**config.mk**
```make
export PLATFORM = sky130hd
export DESIGN_NAME = button_conditioner
export DESIGN_NICKNAME = d
export VERILOG_FILES = /design/src/rtl/button_pkg.sv /design/src/rtl/sync_2ff.sv /design/src/rtl/button_conditioner.sv
export SDC_FILE = /design/constraint.sdc
export NUM_CORES = 1
export LEC_CHECK = 0
export CAP_MARGIN = 20
export CORE_AREA = 3 3 40 42
export CTS_CLUSTER_SIZE = 14
export DETAILED_ROUTE_END_ITERATION = 7
export DIE_AREA = 0 0 43 45
export SLEW_MARGIN = 0
export SYNTH_ARGS = -nofsm -noshare
export SYNTH_HDL_FRONTEND = slang
export SYNTH_HIERARCHICAL = 1
export SYNTH_SLANG_ARGS = --single-unit
```
**constraint.sdc**
```tcl
create_clock -name clk -period 1.4 [get_ports clk]
set_input_delay 0.28 -clock clk [delete_from_list [all_inputs] [get_ports clk]]
set_output_delay 0.28 -clock clk [all_outputs]
set_load 0.05 [all_outputs]
```
**src/rtl/button_pkg.sv**
```systemverilog
// Shared types and default constants for the button conditioner.
// The optional auto-repeat feature is selected by the BUTTON_REPEAT_EN macro
// in button_conditioner.sv; this package is identical in both builds.
package button_pkg;

    // Debounce FSM states: two stable states and two qualifying states.
    typedef enum logic [1:0] {
        IDLE         = 2'd0,
        PRESS_WAIT   = 2'd1,
        PRESSED      = 2'd2,
        RELEASE_WAIT = 2'd3
    } state_t;

    localparam int DEF_DEBOUNCE_CYCLES = 4;
    localparam int DEF_REPEAT_DELAY    = 8;
    localparam int DEF_REPEAT_PERIOD   = 4;

    // Largest of three values; sizes the shared counter width.
    function automatic int max3(input int a, input int b, input int c);
        int m;
        m = a;
        if (b > m) m = b;
        if (c > m) m = c;
        return m;
    endfunction

endpackage

```
**src/rtl/sync_2ff.sv**
```systemverilog
// Two-flop synchroniser for a single asynchronous level.
// Both flops clear on the asynchronous active-low reset.
module sync_2ff (
    input  logic clk,
    input  logic rst,
    input  logic d,
    output logic q
);

    logic r_meta;
    logic r_sync;

    // Shift the raw level through two flops to settle metastability.
    always_ff @(posedge clk or negedge rst) begin
        if (!rst) begin
            r_meta <= 1'b0;
            r_sync <= 1'b0;
        end else begin
            r_meta <= d;
            r_sync <= r_meta;
        end
    end

    assign q = r_sync;

endmodule

```
**src/rtl/button_conditioner.sv**
```systemverilog
// Push-button conditioner: synchronise, debounce, emit a one-cycle press
// pulse and a debounced level.
// Optional feature: define BUTTON_REPEAT_EN to add auto-repeat pulses while
// the button stays in PRESSED. Without it no repeat logic exists and
// REPEAT_DELAY / REPEAT_PERIOD only contribute to the counter width.
//
// Timing: btn_raw first sampled high at edge 0 and held gives the press
// pulse (and level rise) on edge DEBOUNCE_CYCLES+2.
module button_conditioner
    import button_pkg::*;
#(
    parameter int DEBOUNCE_CYCLES = DEF_DEBOUNCE_CYCLES,
    parameter int REPEAT_DELAY    = DEF_REPEAT_DELAY,
    parameter int REPEAT_PERIOD   = DEF_REPEAT_PERIOD
) (
    input  logic clk,
    input  logic rst,
    input  logic btn_raw,
    output logic button,
    output logic level
);

    localparam int CNT_W = $clog2(max3(DEBOUNCE_CYCLES, REPEAT_DELAY, REPEAT_PERIOD) + 1);

    localparam logic [CNT_W-1:0] C_ONE = CNT_W'(1);
    localparam logic [CNT_W-1:0] C_DEB = CNT_W'(DEBOUNCE_CYCLES);
    localparam logic [CNT_W-1:0] C_MAX = '1;

`ifdef BUTTON_REPEAT_EN
    localparam logic [CNT_W-1:0] C_DLY_LAST = CNT_W'(REPEAT_DELAY - 1);
    localparam logic [CNT_W-1:0] C_PER_LAST = CNT_W'(REPEAT_PERIOD - 1);
`endif

    logic             w_synced;
    state_t           r_state;
    logic [CNT_W-1:0] r_count;
    logic             r_button;
    logic             r_level;

`ifdef BUTTON_REPEAT_EN
    logic [CNT_W-1:0] r_rep_count;
    logic             r_rep_armed;   // 0: waiting out REPEAT_DELAY, 1: pacing REPEAT_PERIOD
`endif

    // Saturating increment: the counter parks at all-ones instead of wrapping.
    function automatic logic [CNT_W-1:0] sat_inc(input logic [CNT_W-1:0] v);
        return (v == C_MAX) ? v : v + CNT_W'(1);
    endfunction

    // btn_raw is sampled nowhere else.
    sync_2ff u_sync (
        .clk (clk),
        .rst (rst),
        .d   (btn_raw),
        .q   (w_synced)
    );

    // Debounce FSM with registered pulse and level outputs.
    always_ff @(posedge clk or negedge rst) begin
        if (!rst) begin
            r_state  <= IDLE;
            r_count  <= '0;
            r_button <= 1'b0;
            r_level  <= 1'b0;
`ifdef BUTTON_REPEAT_EN
            r_rep_count <= '0;
            r_rep_armed <= 1'b0;
`endif
        end else begin
            r_button <= 1'b0;
`ifdef BUTTON_REPEAT_EN
            // Any cycle not spent holding in PRESSED restarts the repeat delay.
            r_rep_count <= '0;
            r_rep_armed <= 1'b0;
`endif
            case (r_state)
                IDLE: begin
                    if (w_synced) begin
                        r_state <= PRESS_WAIT;
                        r_count <= C_ONE;
                    end
                end
                PRESS_WAIT: begin
                    if (!w_synced) begin
                        r_state <= IDLE;
                        r_count <= '0;
                    end else if (r_count == C_DEB) begin
                        r_state  <= PRESSED;
                        r_count  <= '0;
                        r_button <= 1'b1;
                        r_level  <= 1'b1;
                    end else begin
                        r_count <= sat_inc(r_count);
                    end
                end
                PRESSED: begin
                    if (!w_synced) begin
                        r_state <= RELEASE_WAIT;
                        r_count <= C_ONE;
                    end else begin
`ifdef BUTTON_REPEAT_EN
                        if (!r_rep_armed) begin
                            if (r_rep_count == C_DLY_LAST) begin
                                r_button    <= 1'b1;
                                r_rep_count <= '0;
                                r_rep_armed <= 1'b1;
                            end else begin
                                r_rep_count <= sat_inc(r_rep_count);
                            end
                        end else begin
                            r_rep_armed <= 1'b1;
                            if (r_rep_count == C_PER_LAST) begin
                                r_button    <= 1'b1;
                                r_rep_count <= '0;
                            end else begin
                                r_rep_count <= sat_inc(r_rep_count);
                            end
                        end
`endif
                    end
                end
                RELEASE_WAIT: begin
                    if (w_synced) begin
                        // Bounce back: keep the press, no new pulse.
                        r_state <= PRESSED;
                        r_count <= '0;
                    end else if (r_count == C_DEB) begin
                        r_state <= IDLE;
                        r_count <= '0;
                        r_level <= 1'b0;
                    end else begin
                        r_count <= sat_inc(r_count);
                    end
                end
                default: begin
                    r_state <= IDLE;
                    r_count <= '0;
                    r_level <= 1'b0;
                end
            endcase
        end
    end

    assign button = r_button;
    assign level  = r_level;

endmodule

```
==> summary.txt <==
On the backend side, the flow ran end to end.

The STA report counts the stages on the worst setup path as 5. STA classifies the critical path endpoint as a flop. The script parses the final routing iteration and logs DRC violations as 0. Hold timing on the final database bottoms out at a slack of 334.3 ps.

The total via count in the routed design stands at 371. The number of placed cells counting well taps stands at 69. The internal portion of the total power is 0.7110 mW. The power share of the combinational group stands at 41.3%. The design has 10 sequential cells. Entering global routing, the biggest net connects 11 pins. Registers are responsible for 43.3% of the overall power. The final report gives the standard cell area, fillers excluded, as 616.8 um2. The count of multi-input gates stands at 36.

Among cell families on the critical path, the largest total delay comes from flip-flops. Per the synthesis report, the AND-OR/OR-AND share of the synthesized area is 13.58%. The run finished with clean final reports. The clock reaches the later pin of the worst-skew pair after 250 ps. The area enclosed by the die boundary stands at 1935 um2. The arithmetic-cell share of the synthesized area counting full adders, half adders and majority gates stands at 4.938%.

After detailed routing, the number of vias per cell comes to 5.153. Overall routing resource usage recorded by global route was 11.52%. The via count of the first global-routing pass stands at 372. The clock buffers instantiated in the layout total 3. For the sequential group, total power comes out at 0.514 mW. For this run, the leading register cell type out of synthesis is sky130_fd_sc_hd__dfrtp_1. The multi-input combinational cells in the finished layout cover a total of 246.5 um2. The wire length of the first global-routing pass stands at 1538 um. Ranked by flip-flop count, first place goes to r_count. The post-route antenna net violation count stands at 0.

Summing all multiplexer cells gives an area fraction of 1.975%. The normalized max-slew margin stands at 70.73%. TritonCTS reports the number of clock sinks as 10. The final worst setup slack stands at 77.15 ps.

Summed over all combinational cells, the power is 0.491 mW. The number of port buffers stands at 4. The layout report lists the non-clock buffer share of cell area as 10.95%. Grouping non-sequential cells by family puts the most area in simple AND/OR/NAND/NOR gates.

The post-cts hold-fix buffer tally stands at 0.
==> images/density.png <==
9 x 9 tiles, from white (low) to dark blue (high), 0 to 100% covered.
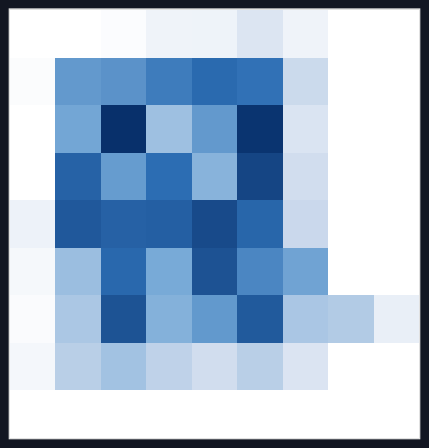
tiles over 75% full = 19%
densest ninth of the die = centre
fullest tile = 100%
Core Density at Floorplan: 39.44%
Core Util, Final: 48.00%
Placeable Area: 1285 um2

==> images/met2.png <==
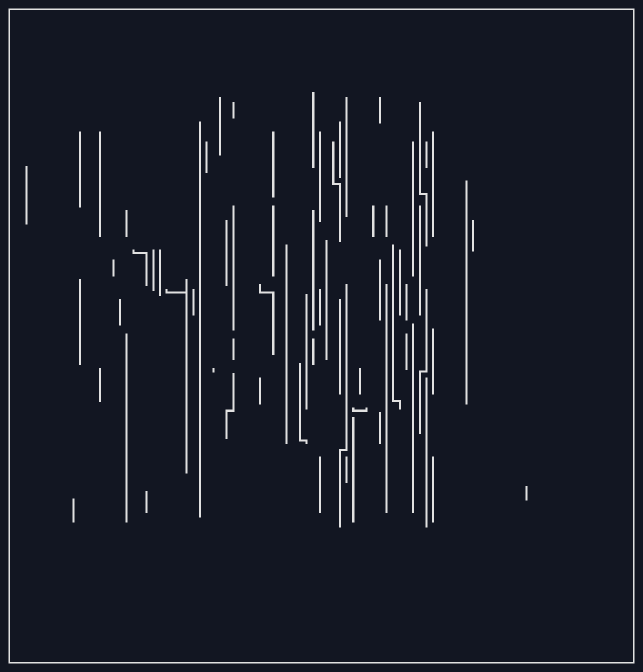
share of all routed wire = 45%
main direction = vertical
wire length on this layer = 402 um
longest straight run = 27.2 um

Power is estimated from default activity; no workload was simulated.
